**src/rtl/regfile_pkg.sv**
```systemverilog
// Shared constants and the write-back entry payload for the register-file write side.
package regfile_pkg;

   localparam int unsigned DW       = 32;
   localparam int unsigned AW       = 5;
   localparam int unsigned WB_DEPTH = 4;

   typedef struct packed {
      logic          vld;
      logic [AW-1:0] da;
      logic [DW-1:0] data;
   } wb_entry_t;

endpackage

```
**src/rtl/wb_fifo.sv**
```systemverilog
// LSU result queue with squash-by-address and a parallel vld/da compare bus.
// Popped and squashed slots have their vld cleared, so vld_o marks exactly the live entries.
module wb_fifo
   import regfile_pkg::*;
#(
   parameter int unsigned DEPTH = WB_DEPTH
) (
   input  logic                         clk,
   input  logic                         rst_n,
   input  logic                         push_i,
   input  wb_entry_t                    push_entry_i,
   input  logic                         pop_i,
   input  logic                         squash_i,
   input  logic [AW-1:0]                squash_da_i,
   output wb_entry_t                    head_o,
   output logic                         empty_o,
   output logic                         full_o,
   output logic [DEPTH-1:0]             vld_o,
   output logic [DEPTH-1:0][AW-1:0]     da_o
);

   localparam int unsigned PW = $clog2(DEPTH);
   localparam int unsigned CW = PW + 1;

   wb_entry_t [DEPTH-1:0] mem_q, mem_d;
   logic [PW-1:0]         wr_q, wr_d, rd_q, rd_d;
   logic [CW-1:0]         cnt_q, cnt_d;

   // Squash first, then pop/push; pointers wrap naturally since DEPTH is a power of 2.
   always_comb begin
      mem_d = mem_q;
      wr_d  = wr_q;
      rd_d  = rd_q;
      if (squash_i) begin
         for (int unsigned i = 0; i < DEPTH; i++) begin
            if (mem_q[PW'(i)].vld && (mem_q[PW'(i)].da == squash_da_i)) begin
               mem_d[PW'(i)].vld = 1'b0;
            end
         end
      end
      if (pop_i) begin
         mem_d[rd_q].vld = 1'b0;
         rd_d            = rd_q + PW'(1);
      end
      if (push_i) begin
         mem_d[wr_q] = push_entry_i;
         wr_d        = wr_q + PW'(1);
      end
      cnt_d = cnt_q + CW'(push_i) - CW'(pop_i);
   end

   always_ff @(posedge clk or negedge rst_n) begin
      if (!rst_n) begin
         mem_q <= '0;
         wr_q  <= '0;
         rd_q  <= '0;
         cnt_q <= '0;
      end else begin
         mem_q <= mem_d;
         wr_q  <= wr_d;
         rd_q  <= rd_d;
         cnt_q <= cnt_d;
      end
   end

   always_comb begin
      vld_o = '0;
      da_o  = '0;
      for (int unsigned i = 0; i < DEPTH; i++) begin
         vld_o[PW'(i)] = mem_q[PW'(i)].vld;
         da_o[PW'(i)]  = mem_q[PW'(i)].da;
      end
   end

   assign head_o  = mem_q[rd_q];
   assign empty_o = (cnt_q == '0);
   assign full_o  = (cnt_q == CW'(DEPTH));

endmodule

```
**src/rtl/regfile_writeback.sv**
```systemverilog
// Register-file write port arbiter: ALU (priority, unstallable) vs queued LSU results,
// plus operand bypass and RAW hazard flags. Optional counters under WB_STATS_EN.
module regfile_writeback
   import regfile_pkg::*;
#(
   parameter int unsigned DEPTH = WB_DEPTH
) (
   input  logic          clk,
   input  logic          rst_n,
   input  logic          alu_valid,
   input  logic [AW-1:0] alu_da,
   input  logic [DW-1:0] alu_data,
   input  logic          lsu_valid,
   output logic          lsu_ready,
   input  logic [AW-1:0] lsu_da,
   input  logic [DW-1:0] lsu_data,
   output logic          RW,
   output logic [AW-1:0] DA,
   output logic [DW-1:0] BUS_D,
   input  logic [AW-1:0] AA,
   input  logic [AW-1:0] BA,
   output logic          fwd_a_hit,
   output logic [DW-1:0] fwd_a_data,
   output logic          fwd_b_hit,
   output logic [DW-1:0] fwd_b_data,
   output logic          raw_hazard,
`ifdef WB_STATS_EN
   output logic [15:0]   stat_squash,
   output logic [15:0]   stat_full,
`endif
   output logic          wb_full
);

   logic                      alu_acc, push, pop;
   logic                      fifo_empty, fifo_full;
   wb_entry_t                 push_entry, head;
   logic [DEPTH-1:0]          fifo_vld;
   logic [DEPTH-1:0][AW-1:0]  fifo_da;

   logic                      rw_q, rw_d;
   logic [AW-1:0]             da_q, da_d;
   logic [DW-1:0]             data_q, data_d;

   // Writes to r0 are dropped before they touch anything.
   assign alu_acc    = alu_valid && (alu_da != '0);
   assign lsu_ready  = !fifo_full;
   assign push       = lsu_valid && lsu_ready && (lsu_da != '0) &&
                       !(alu_acc && (lsu_da == alu_da));
   assign pop        = !alu_acc && !fifo_empty;
   assign push_entry = '{vld: 1'b1, da: lsu_da, data: lsu_data};

   wb_fifo #(.DEPTH(DEPTH)) u_fifo (
      .clk          (clk),
      .rst_n        (rst_n),
      .push_i       (push),
      .push_entry_i (push_entry),
      .pop_i        (pop),
      .squash_i     (alu_acc),
      .squash_da_i  (alu_da),
      .head_o       (head),
      .empty_o      (fifo_empty),
      .full_o       (fifo_full),
      .vld_o        (fifo_vld),
      .da_o         (fifo_da)
   );

   // Squashed entries pop with RW=0 and leave DA/BUS_D untouched.
   always_comb begin
      rw_d   = 1'b0;
      da_d   = da_q;
      data_d = data_q;
      if (alu_acc) begin
         rw_d   = 1'b1;
         da_d   = alu_da;
         data_d = alu_data;
      end else if (pop && head.vld) begin
         rw_d   = 1'b1;
         da_d   = head.da;
         data_d = head.data;
      end
   end

   always_ff @(posedge clk or negedge rst_n) begin
      if (!rst_n) begin
         rw_q   <= 1'b0;
         da_q   <= '0;
         data_q <= '0;
      end else begin
         rw_q   <= rw_d;
         da_q   <= da_d;
         data_q <= data_d;
      end
   end

   assign RW    = rw_q;
   assign DA    = da_q;
   assign BUS_D = data_q;

   assign fwd_a_hit  = rw_q && (da_q == AA) && (AA != '0);
   assign fwd_b_hit  = rw_q && (da_q == BA) && (BA != '0);
   assign fwd_a_data = data_q;
   assign fwd_b_data = data_q;

   always_comb begin
      raw_hazard = 1'b0;
      for (int unsigned i = 0; i < DEPTH; i++) begin
         if (fifo_vld[i] && (((fifo_da[i] == AA) && (AA != '0)) ||
                             ((fifo_da[i] == BA) && (BA != '0)))) begin
            raw_hazard = 1'b1;
         end
      end
   end

   assign wb_full = fifo_full;

`ifdef WB_STATS_EN
   logic [15:0] sq_q, sq_d, fl_q, fl_d;
   logic [16:0] sq_sum;

   // Saturating counters; the squash count sums every live entry matching the ALU target.
   always_comb begin
      sq_sum = {1'b0, sq_q};
      if (alu_acc) begin
         for (int unsigned i = 0; i < DEPTH; i++) begin
            if (fifo_vld[i] && (fifo_da[i] == alu_da)) begin
               sq_sum = sq_sum + 17'(1);
            end
         end
      end
      sq_d = sq_sum[16] ? 16'hFFFF : sq_sum[15:0];
      fl_d = (fifo_full && (fl_q != 16'hFFFF)) ? fl_q + 16'd1 : fl_q;
   end

   always_ff @(posedge clk or negedge rst_n) begin
      if (!rst_n) begin
         sq_q <= '0;
         fl_q <= '0;
      end else begin
         sq_q <= sq_d;
         fl_q <= fl_d;
      end
   end

   assign stat_squash = sq_q;
   assign stat_full   = fl_q;
`endif

endmodule

```
**config.mk**
```make
export PLATFORM = sky130hd
export DESIGN_NAME = regfile_writeback
export DESIGN_NICKNAME = d
export VERILOG_FILES = /design/src/rtl/regfile_pkg.sv /design/src/rtl/wb_fifo.sv /design/src/rtl/regfile_writeback.sv
export SDC_FILE = /design/constraint.sdc
export NUM_CORES = 1
export LEC_CHECK = 0
export ABC_AREA = 1
export CAP_MARGIN = 30
export CORE_MARGIN = 1.5
export CORE_UTILIZATION = 48
export CTS_CLUSTER_DIAMETER = 50
export DETAILED_ROUTE_END_ITERATION = 8
export GPL_ROUTABILITY_DRIVEN = 0
export PLACE_DENSITY = 0.73
export SLEW_MARGIN = 20
export SYNTH_ARGS = -nofsm -noshare
export SYNTH_HDL_FRONTEND = slang
export SYNTH_SLANG_ARGS = --single-unit
export TNS_END_PERCENT = 30
```
**constraint.sdc**
```tcl
create_clock -name clk -period 3.25 [get_ports clk]
set_input_delay 0.325 -clock clk [delete_from_list [all_inputs] [get_ports clk]]
set_output_delay 0.325 -clock clk [all_outputs]
set_load 0.02 [all_outputs]
```
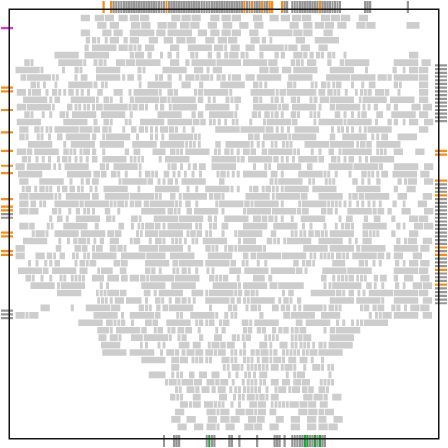
Run 1: pin map
Pins as bars across the die edge, other pins in gray.
Key: magenta = clk [pins 1, direction input, edge west]; green = BA [pins 5, direction input, edge south]; orange = lsu_data [pins 32, direction input, edge 14 west, 10 north, 8 east]
count of port buffers added during placement: 194
overall die width: 157 um
die outline height: 157 um

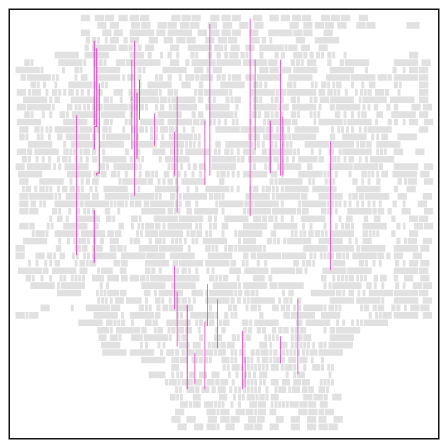
Run 1: signal wires on met4
Cells faint in the background.
The layer holds 2.8% of the routed length. The longest straight run is 72.1 um. 27 nets have wire on it. The layer carries 883 um of wire.

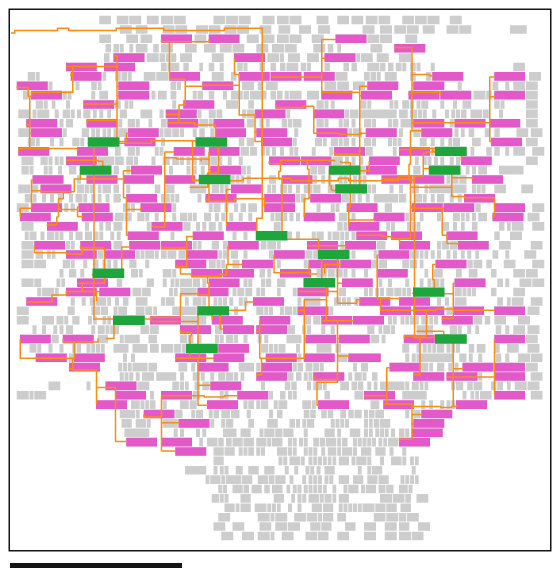
Run 1: clock distribution
Scale bar: 50 um.
Key: green = cells driving clock nets [count 17]; magenta = flip-flops [count 197]; orange = clock wires [length 2240 um]
There are 18 routed clock nets.

==> flow_metrics.rpt, run 1 <==
==== FLOW RESULTS ====
----------------------------------------------------
[Route]
  Count of routing violations after the opening detailed-route iteration ........................ 1045
  Vias per std cell ........................ 5.56
  DRT Pass-1 Iters ........................ 8

[Synth]
  Ys flops ........................ about 200
  Library cell with the largest summed area after synthesis ........................ sky130_fd_sc_hd__dfrtp_1
  Mean post-synth cell area ........................ 7.74 um^2
  Cell area after synthesis ........................ 11300 um^2
  Commonest cells in the netlist ........................ sky130_fd_sc_hd__nand2_1 (556), sky130_fd_sc_hd__dfrtp_1 (197), sky130_fd_sc_hd__nand4_1 (150)
  Largest family of logic cells by area ........................ simple AND/OR/NAND/NOR gates
  Async set-or-reset flop fraction in the synthesized netlist ........................ 100%
  Portion of the post-synthesis area used by sequential elements ........................ 43.5%
  Synth warn ........................ 0

[Layout]
  Net count of the finished layout ........................ 1612
  Antenna diode count ........................ 0

[Final timing]
  RSZ-0062 raised after global routing ........................ no
  Post-layout minimum cycle time ........................ 2800 ps
  Final Hold Violation Tally ........................ 5
  Final count of negative-setup-slack endpoints ........................ 0
  Final TNS setup ........................ 0 ps
  Clock Skews ........................ 10.1 ps
  Final Hold Slack ........................ -17.0 ps

[Power and ir drop]
  Power Total ........................ 13.8 mW

[Clock network]
  Buffers from clock root to sink, at most ........................ 2
  Post-CTS Setup Repair Bufs ........................ 0
  Clk pin slew, worst setup/hold paths ........................ 70 ps

[Worst setup path]
  R2r worst-path depth ........................ 7
  Kind of start point of the critical path ........................ input port
  Flop-to-flop setup slack ........................ 960 ps
  CP Max Fanout ........................ 7
  Arrival time reported for the critical path endpoint ........................ 2470 ps

[Flow run]
  Log Warnings ........................ 34

[GRT]
  Via count of the first global-routing pass ........................ 9429
  Overall fraction of global-route tracks in use ........................ roughly a quarter

[Status]
  Run status ........................ finished with violations
  Violated checks ........................ negative hold slack

----------------------------------------------------
-- run 1: layout make-up --
class | count | area [um^2] | area share (%)
multi-input combinational | 1036 | 5100 | 37.9
sequential | 197 | 4930 | 36.7
timing repair buffer | 222 | 2230 | 16.6
clock buffer | 23 | 498 | 3.70
tap | 319 | 399 | 2.97
inverter | 40 | 155 | 1.15
clock inverter | 9 | 139 | 1.03
-- run 1: logic make-up after synthesis --
kind of cell / Yosys count
and+or+nand+nor: 804
buffers and inverters: 231
DFF: 197
AOI/OAI and AO/OA: 160
xor gates and xnor gates: 62
adders and majority gates: 10
-- run 1: sequential cells by signal, summed over array words and instances, names as in the netlist --
register,flops
BUS_D,32
u_fifo.cnt_q,3
u_fifo.da_o,20
u_fifo.mem_q,128
u_fifo.vld_o,4
DA,5
RW,1
u_fifo.wr_q,2
u_fifo.rd_q,2
-- run 1: power breakdown --
part | switching [mW] | leakage (nW) | internal [mW]
Clock | 0.933 | 0.315 | 1.33
Sequential | 1.05 | 2.45 | 3.61
Combinational | 4.11 | 3.60 | 2.76
-- run 1: worst max path at each step --
| stage | startpoint | end | slack (ps) |
|---|---|---|---|
| final | AA[1] | raw_hazard | 450 |
| after global routing | AA[1] | raw_hazard | 340 |
| after CTS | AA[1] | raw_hazard | 460 |
| after detailed placement | AA[1] | raw_hazard | 480 |
| after global placement | AA[1] | raw_hazard | 540 |
| after floorplan | alu_da[4] | u_fifo.cnt_q[2]$_DFF_PN0_ | 1040 |
-- run 1: routing by layer --
metal | routed length (um) | GRT usage, % | part of all wire, %
met1 | 13300 | 36.1 | 42
met2 | 15200 | 41.9 | 48
met3 | 2560 | 4.57 | 8.0
met4 | 883 | 9.34 | 2.8
met5 | 0 | 0 | 0
-- run 1: through the flow --
stage	instance area [um^2]	hold WS [ps]	instances	util [%]	setup slack [ps]
after detailed placement	12800	453	1814	54.9	479
after global placement	12800	448	1814	54.9	537
after global routing	13500	66.4	1846	57.7	335
after CTS	13500	18.3	1846	57.7	465
after floorplan	11300	29.4	1464	-	1040
final	13500	-17.0	1846	57.7	452
-- run 1: critical path, stage by stage --
cell	delay (ps)
sky130_fd_sc_hd__clkdlybuf4s50_1	570
sky130_fd_sc_hd__or2_2	340
sky130_fd_sc_hd__nor2_1	260
sky130_fd_sc_hd__nor2_1	100
sky130_fd_sc_hd__nand2_1	80
sky130_fd_sc_hd__nand2_1	50
sky130_fd_sc_hd__nand2_1	50
sky130_fd_sc_hd__nand2_1	40
sky130_fd_sc_hd__inv_1	40
sky130_fd_sc_hd__nand2_1	60
sky130_fd_sc_hd__clkdlybuf4s50_1	540
-- run 1: placed cells by master (no fill, tap or decap), drive strengths merged --
master,netlist,routed
o221ai,1,1
o22ai,4,4
clkbuf,62,24
a21oi,6,6
o21ai,109,109
nand3b,2,2
clkinv,0,3
o21bai,1,1
or2,1,1
ha,9,9
xor2,24,24
fa,1,1
nand2,558,558
nor4,2,2
nand3,21,21
bufinv,0,3
a211oi,1,1
clkdlybuf4s50,0,193
o211ai,38,38
dfrtp,197,197
inv,40,43
buf,129,28
nand4,151,151
nor3,5,5
nor2,64,64
xnor2,38,38
## Run 2: what changed since run 1
--- a/config.mk
+++ b/config.mk
@@ -7,6 +7,7 @@
 export LEC_CHECK = 0
 export ABC_AREA = 1
 export CAP_MARGIN = 30
+export CORE_ASPECT_RATIO = 0.7
 export CORE_MARGIN = 1.5
 export CORE_UTILIZATION = 48
 export CTS_CLUSTER_DIAMETER = 50
==> constraint.sdc (replaced) <==
create_clock -name clk -period 3.44 [get_ports clk]
set_input_delay 0.344 -clock clk [delete_from_list [all_inputs] [get_ports clk]]
set_output_delay 0.344 -clock clk [all_outputs]
set_load 0.02 [all_outputs]
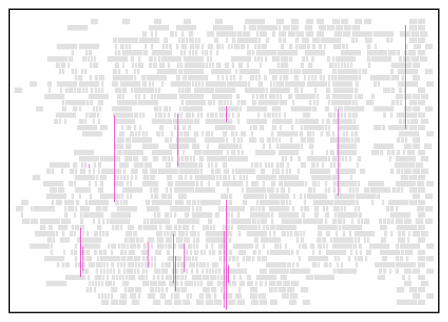
Run 2: signal wires on met4
Cells faint in the background.
The longest straight run is 47.6 um. The wires run mostly vertical. 11 nets have wire on it. The layer holds 0.94% of the routed length.
via count: 10500
aggregate routed wire length: 35.0 mm

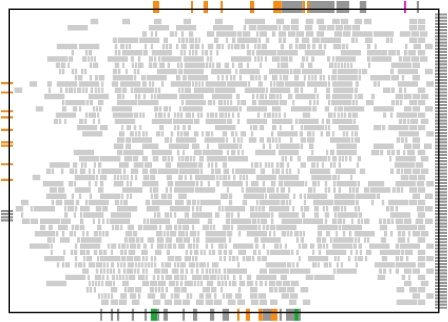
Run 2: pin map
Pins as bars across the die edge, other pins in gray.
Key: orange = lsu_data [pins 32, direction input, edge 15 north, 9 west, 8 south]; green = BA [pins 5, direction input, edge south]; magenta = clk [pins 1, direction input, edge north]

==> run 2 against run 1 <==
Against the previous run: the flow still finishes with violations (negative hold slack); clock-buffer cell count fell by 6; power fell by 5.5%; die area hardly changed; sequential cell count is the same; clock skew is 10 ps higher; combinational power down 3%; clock power is 12% lower; critical path depth unchanged; hold slack lost 5.1 ps; final area decreased by 0.24%; non-clock buffer count grew 7; synthesized cell count unchanged.
==> flow_metrics.rpt, run 2 <==
==== FLOW RESULTS ====
----------------------------------------------------
[Final timing]
  Final count of negative-setup-slack endpoints ........................ 0 (unchanged)
  Crit path setup slack, layout ........................ 518 ps (+66.2 ps)
  Final Hold Slack ........................ -22.2 ps (-5.13 ps)
  Clock Skews ........................ 20.2 ps (+10.2 ps)
  Post-layout minimum cycle time ........................ 2920 ps
  Final Hold Violation Tally ........................ 16 (+11)
  RSZ-0062 raised after global routing ........................ no
  Final TNS setup ........................ 0 ps (unchanged)

[Synth]
  Ys flops ........................ 197 (unchanged)
  Synth warn ........................ 0 (unchanged)
  Async set-or-reset flop fraction in the synthesized netlist ........................ 100% (unchanged)
  Library cell with the largest summed area after synthesis ........................ sky130_fd_sc_hd__dfrtp_1
  Largest family of logic cells by area ........................ simple AND/OR/NAND/NOR gates
  Portion of the post-synthesis area used by sequential elements ........................ 43.5% (unchanged)
  Cell area after synthesis ........................ 11300 um^2 (unchanged)

[Worst setup path]
  Critical path buffer and inverter count ........................ 3 (unchanged)
  Most frequent CP cell ........................ sky130_fd_sc_hd__nand2_1
  Cell class contributing the biggest share of worst-path delay ........................ buffers and inverters
  Arrival time reported for the critical path endpoint ........................ 2580 ps (+110 ps)
  CP Max Fanout ........................ 7 (unchanged)
  Slowest cell on crit path ........................ sky130_fd_sc_hd__clkdlybuf4s50_1
  CP peak stage delay ........................ 610 ps (+40 ps)

[Clock network]
  Clock buffers created by TritonCTS ........................ 17
  Clk pin slew, worst setup/hold paths ........................ 80 ps (about the same)
  Buffers from clock root to sink, at most ........................ 2 (unchanged)
  Post-CTS Setup Repair Bufs ........................ 0 (unchanged)

[Layout]
  Total area of sequential cells ........................ 4930 um^2 (unchanged)
  Logic area ........................ 5100 um^2 (unchanged)
  Tally of non-filler cells in the final layout ........................ 1849 (+0.16%)
  Most common logic cells in the final layout ........................ sky130_fd_sc_hd__nand2_1 (556), sky130_fd_sc_hd__dfrtp_1 (196), sky130_fd_sc_hd__clkdlybuf4s50_1 (193)
  Register ranked first by flip-flop count ........................ u_fifo.mem_q
  Net count of the finished layout ........................ 1619 (+0.43%)

[Die]
  Die outline height ........................ 132 um (-16%)
  Overall die width ........................ 187 um (+19%)

[Route]
  Count of routing violations after the opening detailed-route iteration ........................ 1205 (+15%)
  Vias per std cell ........................ 5.66 (+1.8%)
  DRT Pass-1 Iters ........................ 6 (-2)

[Status]
  Violated checks ........................ negative hold slack
  Run status ........................ finished with violations

[Placement]
  Number of placed cells counting well taps ........................ 1813 (-0.055%)
  Count of port buffers added during placement ........................ 194 (unchanged)
  Pre-CTS WS ........................ 559 ps (+80.1 ps)

[Flow run]
  Log Warnings ........................ 32 (-5.9%)

[GRT]
  Via count of the first global-routing pass ........................ 9630 (+2.1%)

----------------------------------------------------
-- run 2: cell counts after synthesis --
Identical to the previous run, type by type.
-- run 2: worst register-to-register path: stages (launching register included) --
cell                       delay, ps
sky130_fd_sc_hd__dfrtp_2         430
sky130_fd_sc_hd__buf_4           570
sky130_fd_sc_hd__nand2_1         130
sky130_fd_sc_hd__nand3_1         110
sky130_fd_sc_hd__nand3b_1        300
sky130_fd_sc_hd__nand2_2         290
sky130_fd_sc_hd__inv_2           180
sky130_fd_sc_hd__buf_12          220
sky130_fd_sc_hd__nand2_1          90
sky130_fd_sc_hd__o21ai_1          60
-- run 2: per-layer routing --
metal / part of all wire (%) / vias to the layer above / GRT usage [%]
met5: 0.037 / - / 0
met3: 11 / 32 / 7.85
met2: 44 / 509 / 41.9
met1: 44 / 5055 / 41.1
met4: 0.94 / 2 / 6.63
li1: - / 4870 / -
-- run 2: path summary, 6_finish.rpt --
kind / end / startpoint / slack (ps) / depth (start not counted)
max: raw_hazard / AA[1] / 520 / 11
min: BUS_D[14]$_DFFE_PN0P_ / rst_n / -20 / 1
max reg2reg: BUS_D[9]$_DFFE_PN0P_ / u_fifo.rd_q[0]$_DFFE_PN0P_ / 940 / 9
min reg2reg: u_fifo.mem_q[64]$_DFFE_PN0P_ / u_fifo.mem_q[64]$_DFFE_PN0P_ / 470 / 2
max in group asynchronous: u_fifo.da_o[3]$_DFFE_PN0P_ / rst_n / 2500 / 2
min in group clk: u_fifo.mem_q[64]$_DFFE_PN0P_ / u_fifo.mem_q[64]$_DFFE_PN0P_ / 470 / 2
-- run 2: cells by family after synthesis --
group                    after synthesis
AND/OR/NAND/NOR                      804
buffers and inverters                231
flip-flops                           197
AND-OR/OR-AND                        160
XOR/XNOR                              62
adder cells (fa/ha/maj)               10
-- run 2: final cells by class --
type                            instances  share of cell area (%)
Inverter                               40                    1.16
Clock buffer                           17                    3.17
Clock inverter                         14                    1.06
Multi-Input combinational cell       1036                    38.0
Tap cell                              312                    2.91
Antenna cell                            4                  0.0746
Timing Repair Buffer                  229                    16.9
Sequential cell                       197                    36.7
-- run 2: power breakdown --
group | internal [mW] | switching, mW | leakage [nW]
clock network | 1.02 | 0.958 | 0.280
logic | 2.60 | 4.09 | 3.63
registers | 3.41 | 0.951 | 2.45
total | 7.03 | 6.00 | 6.36
-- run 2: through the flow --
stage / area (um^2) / power, mW / util (%)
4_1_cts: 13400 / 13.0 / 58.4
3_3_place_gp: 12800 / 10.8 / 55.9
6_report: 13400 / 13.0 / 58.6
2_1_floorplan: 11300 / 8.82 / -
5_1_grt: 13400 / 13.9 / 58.5
3_5_place_dp: 12800 / 11.0 / 55.9
Power and IR drop assume default switching activity.
